==> images/port_trees.png <==
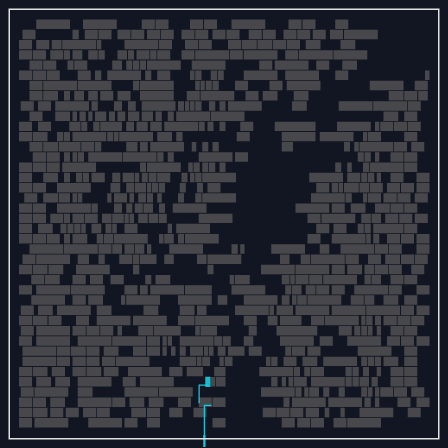
==> images/m3.png <==
Bar = 20 µm.
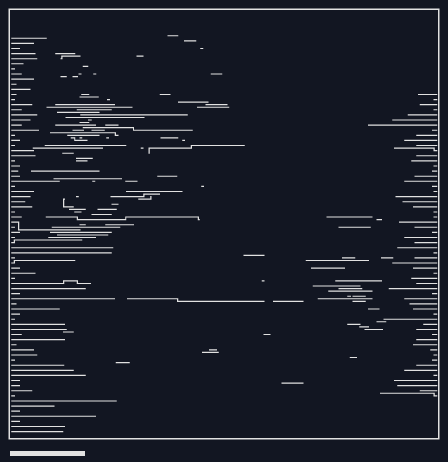
==> images/placed.png <==
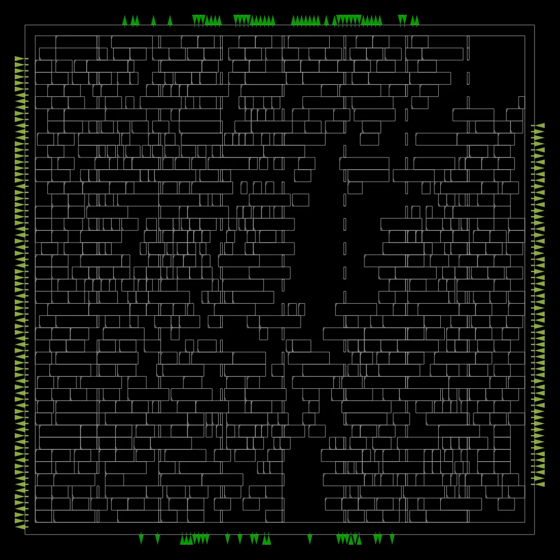
==> images/class_map.png <==
Fill, decap, tap and diode cells in gray.
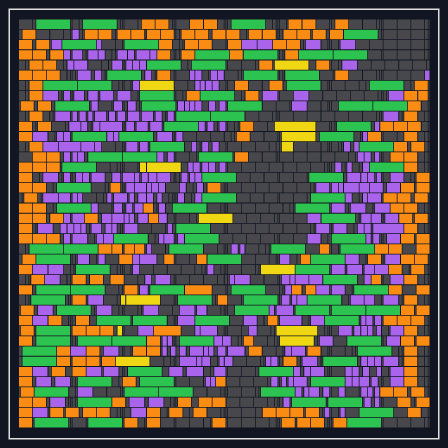
## src/rtl/load_store_unit.sv

```systemverilog
// RV32I load/store unit: lane steering, load extension and a valid/ready word port.
// Define LSU_SPLIT_MISALIGNED_EN to split word-crossing accesses into two beats; otherwise they fault.
module load_store_unit #(
    parameter int ADDR_WIDTH = 32
) (
    input  logic                  clk,
    input  logic                  rst,
    input  logic                  req_valid,
    input  logic                  req_we,
    input  logic [2:0]            req_funct3,
    input  logic [ADDR_WIDTH-1:0] req_addr,
    input  logic [31:0]           req_wdata,
    output logic                  stall,
    output logic                  rsp_valid,
    output logic [31:0]           rsp_rdata,
    output logic                  rsp_fault,
    output logic                  mem_valid,
    input  logic                  mem_ready,
    output logic                  mem_we,
    output logic [3:0]            mem_be,
    output logic [ADDR_WIDTH-1:0] mem_addr,
    output logic [31:0]           mem_wdata,
    input  logic [31:0]           mem_rdata
);

    typedef enum logic [1:0] {IDLE, ACC0, ACC1, RESP} state_t;

    state_t                state_q, state_d;
    logic                  mem_valid_q, mem_valid_d;
    logic                  mem_we_q, mem_we_d;
    logic [3:0]            mem_be_q, mem_be_d;
    logic [ADDR_WIDTH-1:0] mem_addr_q, mem_addr_d;
    logic [31:0]           mem_wdata_q, mem_wdata_d;
    logic [31:0]           rsp_rdata_q, rsp_rdata_d;
    logic                  rsp_fault_q, rsp_fault_d;
    logic [2:0]            funct3_q, funct3_d;
    logic [1:0]            k_q, k_d;
`ifdef LSU_SPLIT_MISALIGNED_EN
    logic                  cross_q, cross_d;
    logic [3:0]            be_hi_q, be_hi_d;
    logic [31:0]           wdata_hi_q, wdata_hi_d;
    logic [31:0]           rdata0_q, rdata0_d;
    logic [63:0]           wdata_wide;
`else
    logic [31:0]           wdata_lo;
`endif

    logic [3:0]  size_mask;
    logic [7:0]  be8;
    logic [31:0] lane;
    logic [4:0]  wshift;
    logic        req_cross;
    logic        req_illegal;

    function automatic logic [31:0] load_extend(input logic [31:0] w, input logic [2:0] f);
        logic signed [7:0]  b;
        logic signed [15:0] h;
        b = w[7:0];
        h = w[15:0];
        case (f)
            3'b000:  load_extend = 32'(b);
            3'b001:  load_extend = 32'(h);
            3'b100:  load_extend = {24'b0, w[7:0]};
            3'b101:  load_extend = {16'b0, w[15:0]};
            default: load_extend = w;
        endcase
    endfunction

    // Request decode: an 8-bit enable window whose upper nibble belongs to the second word.
    always_comb begin
        case (req_funct3[1:0])
            2'b00:   size_mask = 4'b0001;
            2'b01:   size_mask = 4'b0011;
            default: size_mask = 4'b1111;
        endcase
        be8         = {4'b0000, size_mask} << req_addr[1:0];
        req_cross   = |be8[7:4];
        req_illegal = (req_funct3 == 3'b011) || (req_funct3[2:1] == 2'b11) ||
                      (req_funct3[2] && req_we);
        case (req_funct3[1:0])
            2'b00:   lane = {4{req_wdata[7:0]}};
            2'b01:   lane = {16'b0, req_wdata[15:0]};
            default: lane = req_wdata;
        endcase
        // Replicated bytes already sit in every lane, so they are never shifted.
        wshift = (req_funct3[1:0] == 2'b00) ? 5'd0 : {req_addr[1:0], 3'b000};
`ifdef LSU_SPLIT_MISALIGNED_EN
        wdata_wide = {32'b0, lane} << wshift;
`else
        wdata_lo   = lane << wshift;
`endif
    end

    always_comb begin
        state_d     = state_q;
        mem_valid_d = mem_valid_q;
        mem_we_d    = mem_we_q;
        mem_be_d    = mem_be_q;
        mem_addr_d  = mem_addr_q;
        mem_wdata_d = mem_wdata_q;
        rsp_rdata_d = rsp_rdata_q;
        rsp_fault_d = rsp_fault_q;
        funct3_d    = funct3_q;
        k_d         = k_q;
`ifdef LSU_SPLIT_MISALIGNED_EN
        cross_d     = cross_q;
        be_hi_d     = be_hi_q;
        wdata_hi_d  = wdata_hi_q;
        rdata0_d    = rdata0_q;
`endif
        case (state_q)
            IDLE: begin
                if (req_valid) begin
                    funct3_d    = req_funct3;
                    k_d         = req_addr[1:0];
                    rsp_rdata_d = 32'b0;
`ifdef LSU_SPLIT_MISALIGNED_EN
                    if (req_illegal) begin
`else
                    if (req_illegal || req_cross) begin
`endif
                        rsp_fault_d = 1'b1;
                        state_d     = RESP;
                    end else begin
                        rsp_fault_d = 1'b0;
                        mem_valid_d = 1'b1;
                        mem_we_d    = req_we;
                        mem_be_d    = be8[3:0];
                        mem_addr_d  = {req_addr[ADDR_WIDTH-1:2], 2'b00};
`ifdef LSU_SPLIT_MISALIGNED_EN
                        mem_wdata_d = wdata_wide[31:0];
                        wdata_hi_d  = wdata_wide[63:32];
                        be_hi_d     = be8[7:4];
                        cross_d     = req_cross;
`else
                        mem_wdata_d = wdata_lo;
`endif
                        state_d     = ACC0;
                    end
                end
            end
            ACC0: begin
                if (mem_ready) begin
`ifdef LSU_SPLIT_MISALIGNED_EN
                    rdata0_d = mem_rdata;
                    if (cross_q) begin
                        mem_addr_d  = mem_addr_q + ADDR_WIDTH'(4);
                        mem_be_d    = be_hi_q;
                        mem_wdata_d = wdata_hi_q;
                        state_d     = ACC1;
                    end else begin
                        mem_valid_d = 1'b0;
                        rsp_rdata_d = mem_we_q ? 32'b0 :
                                      load_extend(mem_rdata >> {k_q, 3'b000}, funct3_q);
                        state_d     = RESP;
                    end
`else
                    mem_valid_d = 1'b0;
                    rsp_rdata_d = mem_we_q ? 32'b0 :
                                  load_extend(mem_rdata >> {k_q, 3'b000}, funct3_q);
                    state_d     = RESP;
`endif
                end
            end
            ACC1: begin
`ifdef LSU_SPLIT_MISALIGNED_EN
                if (mem_ready) begin
                    mem_valid_d = 1'b0;
                    rsp_rdata_d = mem_we_q ? 32'b0 :
                                  load_extend(32'({mem_rdata, rdata0_q} >> {k_q, 3'b000}), funct3_q);
                    state_d     = RESP;
                end
`else
                mem_valid_d = 1'b0;
                state_d     = IDLE;
`endif
            end
            default: begin
                rsp_fault_d = 1'b0;
                rsp_rdata_d = 32'b0;
                state_d     = IDLE;
            end
        endcase
    end

    always_ff @(posedge clk or negedge rst) begin
        if (!rst) begin
            state_q     <= IDLE;
            mem_valid_q <= 1'b0;
            mem_we_q    <= 1'b0;
            mem_be_q    <= 4'b0;
            mem_addr_q  <= '0;
            mem_wdata_q <= 32'b0;
            rsp_rdata_q <= 32'b0;
            rsp_fault_q <= 1'b0;
            funct3_q    <= 3'b0;
            k_q         <= 2'b0;
`ifdef LSU_SPLIT_MISALIGNED_EN
            cross_q     <= 1'b0;
            be_hi_q     <= 4'b0;
            wdata_hi_q  <= 32'b0;
            rdata0_q    <= 32'b0;
`endif
        end else begin
            state_q     <= state_d;
            mem_valid_q <= mem_valid_d;
            mem_we_q    <= mem_we_d;
            mem_be_q    <= mem_be_d;
            mem_addr_q  <= mem_addr_d;
            mem_wdata_q <= mem_wdata_d;
            rsp_rdata_q <= rsp_rdata_d;
            rsp_fault_q <= rsp_fault_d;
            funct3_q    <= funct3_d;
            k_q         <= k_d;
`ifdef LSU_SPLIT_MISALIGNED_EN
            cross_q     <= cross_d;
            be_hi_q     <= be_hi_d;
            wdata_hi_q  <= wdata_hi_d;
            rdata0_q    <= rdata0_d;
`endif
        end
    end

    assign stall     = ((state_q == IDLE) && req_valid) || (state_q == ACC0) || (state_q == ACC1);
    assign rsp_valid = (state_q == RESP);
    assign rsp_rdata = rsp_rdata_q;
    assign rsp_fault = rsp_fault_q;
    assign mem_valid = mem_valid_q;
    assign mem_we    = mem_we_q;
    assign mem_be    = mem_be_q;
    assign mem_addr  = mem_addr_q;
    assign mem_wdata = mem_wdata_q;

endmodule

```

## config.mk

```make
export PLATFORM = sky130hd
export DESIGN_NAME = load_store_unit
export DESIGN_NICKNAME = d
export VERILOG_FILES = /design/src/rtl/load_store_unit.sv
export SDC_FILE = /design/constraint.sdc
export NUM_CORES = 1
export LEC_CHECK = 0
export CAP_MARGIN = 15
export CORE_MARGIN = 2
export CORE_UTILIZATION = 44
export DETAILED_ROUTE_END_ITERATION = 12
export PLACE_DENSITY = 0.81
export SLEW_MARGIN = 40
export SYNTH_ARGS = -nofsm -noshare
export SYNTH_HDL_FRONTEND = slang
export SYNTH_SLANG_ARGS = --single-unit
export TNS_END_PERCENT = 20
```

## constraint.sdc

```tcl
create_clock -name clk -period 2.65 [get_ports clk]
set_input_delay 0.53 -clock clk [delete_from_list [all_inputs] [get_ports clk]]
set_output_delay 0.53 -clock clk [all_outputs]
set_load 0.02 [all_outputs]
```

==> flow_results.org <==
* Implementation run

** Outcome
- The flow ran to the end, and the final reports show no timing, DRC or antenna violations.

** Route
- First-pass iteration count of the detailed router :: 5
- Average via count per standard cell :: 5.88
- Wire length per cell :: approximately 20 µm
- Via count :: slightly below 5k

** Setup path
- The critical path endpoint has a required time of 2.12 ns.
- Buffers & Inverters on Critical Path :: 2
- Critical Path Slowest Stage Cell :: clkdlybuf4s50_1
- Crit Path Max Fanout :: 6
- Dominant delay contributor by cell family on the critical path :: buffers and inverters

** Synthesis
- Share of synthesized cell area in and-or and or-and compound cells :: 0.197
- Chip area estimate from yosys synthesis :: 0.00532 mm²
- Fraction of registers with async set/reset :: 1.00
- Number of distinct library cells after synthesis :: 48
- The synthesis run identifies the leading combinational cell family as AND-OR/OR-AND gates.
- The synthesis log from Yosys contains 0 warnings.
- After synthesis, the cell types taking the most area are dfrtp_1 51%, mux2_1 5.5%, mux2_2 5.3%, o21ai_0 4.7%, mux2i_1 4.5%.
- The cell-mix breakdown from Yosys lists the simple-gate area share as 0.0861.
- Of the post-synthesis cell area, the dominant cell type holds 0.508.
- Yosys xor share :: 0
- Leading area contributor after synthesis :: dfrtp_1
- Per-instance average area after synthesis :: 10.7 µm²
- Per the synthesis report, the adder-cell share of the synthesized area is 0.00941.

** Floorplan
- Floorplan-stage core utilization :: 0.447
- After floorplanning, the die was sized to cover 0.0130 mm².
- The floorplan step defined a core boundary enclosing 0.0119 mm².
- Die W :: between 100 and 150 µm

** Place
- Once detailed placement completed, the half-perimeter wirelength came to ~12 mm.
- Post-place instance area :: about 0.0076 mm²

** Power
- Power of the clock network :: about 1.4 mW
- Leakage dissipation :: 3.32 nW
- Of the total power, combinational logic draws 0.498.

** Timing
- Summed over all failing endpoints, the final setup total negative slack is 0 ns.
- Final worst-path cycle share :: 0.916
- Skew final :: 0.00713 ns

** Final layout
- The layout report lists the non-clock buffer share of cell area as 0.283.
- Antenna diode instance count :: 0
- Multi-input combinational cell area :: 0.00242 mm²
- Clock-cell share :: 0.0390
- Measured on the finished design, the core utilization comes to 0.660.
- Number of buffers outside the clock class in the layout :: approximately 230

** Clock network
- CTS H-tree lvls :: 3
- On the worst setup and hold paths after CTS, the clock-pin slew comes to about 0.07 ns.
- Per the repair_timing log after CTS, setup buffers inserted total 0.
- CTS Root Cell :: clkbuf_16

** GRT
- Number of global-route vias before repair :: 5,076
- Entering global routing, the biggest net connects roughly 45 pins.
About port_trees.png:
legend:
  `stall`:
    color: cyan
    bits: 1
    direction: output
    end_cells: 1
    buffers: 1
    wire: 17.2 µm
io pins: 209
count of input and output buffers: 206

About m3.png:
longest straight run: 28.3 µm
main direction: horizontal
share of all routed wire: 10%
wire length on this layer: 1,650 µm
post-detailed-routing wire length: 16.6 mm
met3 GRT Util: 0.0749

About placed.png:
count of inserted tapcells: 147
filler cell count: 938
sequential cell area share: 0.344
FFs & Latches: 108
number of rows created at floorplan: 40

About class_map.png:
legend:
  remaining buffers and delay cells:
    color: orange
    cells: 225
    share_of_their_area: 29%
  remaining logic cells:
    color: purple
    cells: 347
    share_of_their_area: 32%
  clock drivers and dummy loads:
    color: yellow
    cells: 15
    share_of_their_area: 4.0%
  registers:
    color: green
    cells: 108
    share_of_their_area: 35%

## synthesized netlist by cell type (2+ instances only)
cell type,instances
inv_1,5
nand3b_1,8
a221o_1,16
buf_6,2
o22ai_1,3
mux2i_1,24
nor2_1,25
o41ai_1,5
buf_1,2
a221oi_1,7
and3_1,7
o21ai_0,50
o21ai_1,33
dfrtp_1,108
ha_1,4
mux2_2,25
nand2_1,34
a21oi_1,32
clkbuf_1,22
mux2_1,26
buf_4,2
nand2b_1,2
or2_1,2
or3_1,2
nor2b_1,4
o31ai_1,10
buf_2,14
o41ai_2,2
## worst paths after layout
kind                                    start            end  slack [ns]  cells after the start
worst min-delay path                      rst   mem_addr[29]        0.19                      1
worst min register to register  rsp_rdata[14]  rsp_rdata[14]        0.49                      2
worst max register to register     state_q[0]  rsp_rdata[19]        0.41                      7
worst max-delay path               state_q[0]          stall        0.22                      5
min in group clk                rsp_rdata[14]  rsp_rdata[14]        0.49                      2
max in group asynchronous                 rst  rsp_rdata[15]        1.73                      2
## per-layer routing
layer	part of all wire	track usage	wire, µm	vias up
li1	-	-	-	2207
met1	0.40	0.333	6700	2386
met2	0.47	0.417	7800	311
met3	0.10	0.0749	1650	46
met4	0.026	0.0992	423	0
met5	0	0	0	-
## per-stage QoR
step           cells  setup slack (ns)  hold slack (ns)
2_1_floorplan    497             0.694            0.234
3_3_place_gp     827             0.220            0.466
3_5_place_dp     827            0.0704            0.474
4_1_cts          842             0.223            0.201
5_1_grt          842             0.131            0.225
6_report         842             0.223            0.190
## logic make-up after synthesis
| logic type | count (synthesis) |
|---|---|
| flip-flops | 108 |
| AND/OR/NAND/NOR | 92 |
| AND-OR/OR-AND | 167 |
| adder cells (fa/ha/maj) | 4 |
| buffers and inverters | 48 |
| multiplexers | 76 |
| other | 1 |
Power figures rest on the tool's default switching activity, not on a simulated workload.
